[src/rtl/save_bank.sv]
// Frame capture bank: collects DEPTH samples by auto-index or by address,
// then holds the complete frame on y_flat until the consumer acknowledges it.
module save_bank #(
  parameter int unsigned WIDTH = 9,
  parameter int unsigned DEPTH = 8,
  parameter int unsigned IDX_W = 3
) (
  input  logic                   clk,
  input  logic                   rst,
  input  logic                   mode,
  input  logic                   in_valid,
  input  logic [WIDTH-1:0]       in_data,
  input  logic [IDX_W-1:0]       sel,
  input  logic                   frame_ack,
  output logic                   in_ready,
  output logic [WIDTH*DEPTH-1:0] y_flat,
  output logic                   frame_valid,
  output logic [IDX_W-1:0]       wr_idx,
  output logic                   sel_err
);

  localparam logic [0:0] StFill = 1'b0;
  localparam logic [0:0] StHold = 1'b1;

  localparam logic [IDX_W-1:0] LastIdx = IDX_W'(DEPTH - 1);

  logic [0:0]       r_state;
  logic [0:0]       w_state_d;
  logic [WIDTH-1:0] r_slots [DEPTH];
  logic [DEPTH-1:0] r_mask;
  logic [DEPTH-1:0] w_mask_d;
  logic [IDX_W-1:0] r_wr_idx;
  logic [IDX_W-1:0] w_wr_idx_d;
  logic             r_fmode;
  logic             w_fmode_d;
  logic             r_fmode_vld;
  logic             w_fmode_vld_d;
  logic             r_sel_err;
  logic             w_sel_err_d;

  logic             w_accept;
  logic             w_mode_eff;
  logic             w_sel_oob;
  logic [DEPTH-1:0] w_sel_hot;
  logic [DEPTH-1:0] w_idx_hot;
  logic [DEPTH-1:0] w_mask_upd;
  logic [DEPTH-1:0] w_slot_we;

  assign in_ready    = (r_state == StFill);
  assign frame_valid = (r_state == StHold);
  assign wr_idx      = r_wr_idx;
  assign sel_err     = r_sel_err;

  assign w_accept = in_valid & in_ready;
  // The first accept of a frame samples mode; later accepts use the latched copy.
  assign w_mode_eff = r_fmode_vld ? r_fmode : mode;
  assign w_sel_oob  = (32'(sel) >= DEPTH);
  assign w_mask_upd = r_mask | w_sel_hot;

  always_comb begin
    w_sel_hot = '0;
    w_idx_hot = '0;
    for (int unsigned k = 0; k < DEPTH; k++) begin
      w_sel_hot[k] = (32'(sel) == k);
      w_idx_hot[k] = (32'(r_wr_idx) == k);
    end
  end

  always_comb begin
    w_state_d     = r_state;
    w_mask_d      = r_mask;
    w_wr_idx_d    = r_wr_idx;
    w_fmode_d     = r_fmode;
    w_fmode_vld_d = r_fmode_vld;
    w_sel_err_d   = 1'b0;
    w_slot_we     = '0;

    case (r_state)
      StFill: begin
        if (w_accept) begin
          w_fmode_vld_d = 1'b1;
          w_fmode_d     = w_mode_eff;
          if (!w_mode_eff) begin
            w_slot_we = w_idx_hot;
            if (r_wr_idx == LastIdx) begin
              w_wr_idx_d = '0;
              w_state_d  = StHold;
            end else begin
              w_wr_idx_d = r_wr_idx + IDX_W'(1);
            end
          end else if (w_sel_oob) begin
            w_sel_err_d = 1'b1;
          end else begin
            w_slot_we = w_sel_hot;
            w_mask_d  = w_mask_upd;
            if (&w_mask_upd) begin
              w_state_d = StHold;
            end
          end
        end
      end
      StHold: begin
        if (frame_ack) begin
          w_state_d     = StFill;
          w_mask_d      = '0;
          w_wr_idx_d    = '0;
          w_fmode_d     = 1'b0;
          w_fmode_vld_d = 1'b0;
        end
      end
      default: w_state_d = StFill;
    endcase
  end

  always_ff @(posedge clk) begin
    if (rst) begin
      r_state     <= StFill;
      r_mask      <= '0;
      r_wr_idx    <= '0;
      r_fmode     <= 1'b0;
      r_fmode_vld <= 1'b0;
      r_sel_err   <= 1'b0;
    end else begin
      r_state     <= w_state_d;
      r_mask      <= w_mask_d;
      r_wr_idx    <= w_wr_idx_d;
      r_fmode     <= w_fmode_d;
      r_fmode_vld <= w_fmode_vld_d;
      r_sel_err   <= w_sel_err_d;
    end
  end

  // Slot data survives frame_ack; only reset or a new write changes it.
  always_ff @(posedge clk) begin
    if (rst) begin
      for (int unsigned k = 0; k < DEPTH; k++) begin
        r_slots[k] <= '0;
      end
    end else begin
      for (int unsigned k = 0; k < DEPTH; k++) begin
        if (w_slot_we[k]) begin
          r_slots[k] <= in_data;
        end
      end
    end
  end

  for (genvar g = 0; g < DEPTH; g++) begin : g_flat
    assign y_flat[g*WIDTH +: WIDTH] = r_slots[g];
  end

endmodule
[config.mk]
export PLATFORM = sky130hd
export DESIGN_NAME = save_bank
export DESIGN_NICKNAME = d
export VERILOG_FILES = /design/src/rtl/save_bank.sv
export SDC_FILE = /design/constraint.sdc
export NUM_CORES = 1
export LEC_CHECK = 0
export CAP_MARGIN = 15
export CORE_UTILIZATION = 34
export CTS_CLUSTER_DIAMETER = 30
export DETAILED_ROUTE_END_ITERATION = 6
export PLACE_DENSITY = 0.59
export SYNTH_ARGS = -nofsm -noshare
export SYNTH_HDL_FRONTEND = slang
export SYNTH_SLANG_ARGS = --single-unit
[constraint.sdc]
create_clock -name clk -period 2.97 [get_ports clk]
set_input_delay 0.4455 -clock clk [delete_from_list [all_inputs] [get_ports clk]]
set_output_delay 0.4455 -clock clk [all_outputs]
set_load 0.01 [all_outputs]
==> summary.rpt <==
============================================================================
GRT Overall Usage                                                      16.1%
Number of nets in the layout                                             395
Cell resize tally after clock tree synthesis                               0
Setup repair after global routing missed its margin                    false
Met1 wire length                                                     3.42 mm
Leading cell types by total area after synthesis                edfxtp_1, dfxtp_1, nor2_1
Number of routed nets with antenna violations                              0
Area share, top type                                                   62.3%
Post-DR wirelength/cell                                              16.0 um
Number of warnings in the stage logs                                      30
Remaining DRCs                                                             0
GR met2 Demand/Resource                                                27.1%
R2r setup slk                                                        0.96 ns
AND/OR/NAND/NOR Cells, Area Fraction                                   16.0%
Proportion of cell area occupied by registers                          51.3%
Combinational Power Share                                              12.7%
Required time reported for the critical path endpoint                2.95 ns
Power per unit of standard cell area                             534 nW/um^2
Die X                                                                 103 um
First element of the critical path                                      mode
Proportion of cell area spent on the clock network                     4.07%
Post-Layout Inst Area                                             4760 sq um
Global-route wire length before repair                               12.2 mm
Non-filler instance count after layout                                   509
Final hold viol count                                                      0
Ordered cell list for the critical path                         clkdlybuf4s50_1, mux2_2, and3_1, a31oi_1, o21bai_1
Worst path arrival time                                              2.19 ns
Critical path destination                                       r_slots[1][19]$_DFFE_PP_
Top Family by Delay on Critical Path                            AND-OR/OR-AND gates
Final WL                                                             8.13 mm
Most common library cell in the layout ignoring fill and taps   clkdlybuf4s50_1
Final Max-Slew Violation Tally                                             0
Fraction of standard cell area in multi-input logic                    18.9%
Via count of the routed design                                          2391
Largest family of logic cells by area                           simple AND/OR/NAND/NOR gates
Most common flop cell mapped by yosys                               edfxtp_1
Number of standard cells reported by yosys                               271
Logic depth of the worst setup path including buffers                      5
Largest reg by FF count                                              r_slots
Critical hold path startpoint                                   r_mask[3]$_SDFFE_PP0P_
Switching power                                                     0.614 mW
Min Clock Period, post-route                                         2.22 ns
Number of buffers inserted by hold repair at cts                           0
Met3 usage in global routing                                           4.14%
Headroom to the max-slew limit                                         32.5%
Number of post-CTS setup repair buffers                                    0
Status                                                          finished clean
Power dissipated in sequential cells                                 1.41 mW
Vias in the first global route                                          2274
Layout non-clock buf frac                                              21.1%
Proportion of synthesized area in mux cells                            1.01%
Crit Reg-Reg Startpoint                                         r_fmode_vld$_SDFFE_PP0P_
Clock group total power                                             0.816 mW
Top-Level Pins                                                            95
Post-synthesis cell type with the largest combined area             edfxtp_1
Synthesized Nets                                                         294
Placer Congestion                                                      0.809
Clock Sinks                                                               86
Standard cell core area                                           9820 sq um
Dpl ws                                                              0.396 ns
Tap cells                                                                133
Buffers added on ports                                                    93
Reg area                                                          2440 sq um
Comb group                                                          0.323 mW
Part of the power in the clock network                                 32.1%
Final-layout worst hold slack                                       0.519 ns
============================================================================
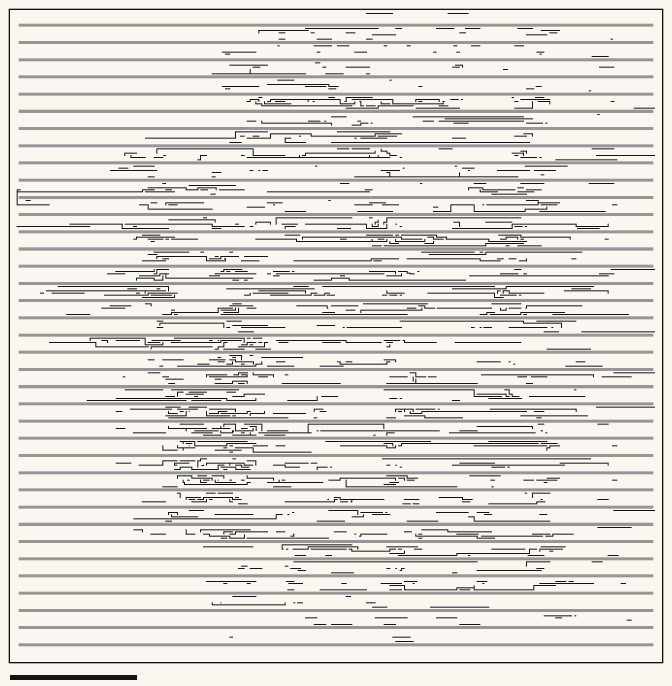
(met1 routing)
The bar under the picture is 20 um long. Supply wires on this layer in gray.
wire length on this layer	3420 um
share of all routed wire	42%
main direction	horizontal

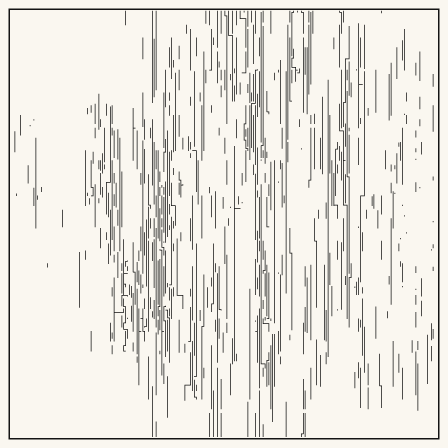
(M2 wires)
wire length on this layer	3950 um
main direction	vertical
share of all routed wire	49%
longest straight run	66.6 um
nets with wire on the layer	333

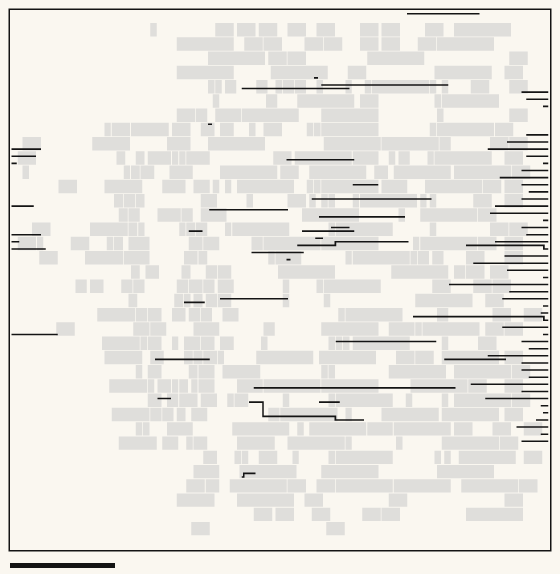
(metal 3)
The bar under the picture is 20 um long. Cells faint in the background.
longest straight run	38.2 um
nets with wire on the layer	73

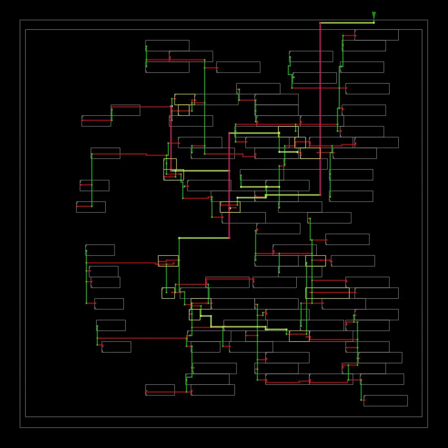
(clock wiring as the flow saved it)
number of clock buffers in the layout: 9
cts bufs inserted: 9
later-pin clock latency in the skew report: 0.35 ns
Seq cells: 86

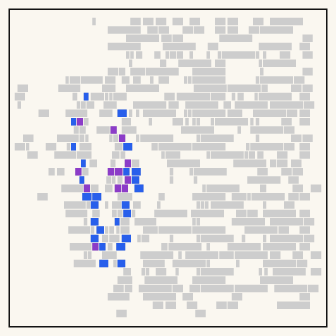
(selected gate families)
color	family	cells	most used
blue	aoi and oai cells	25	a22oi_1
purple	and/or cells	12	and3_1

Power and IR drop assume default switching activity.
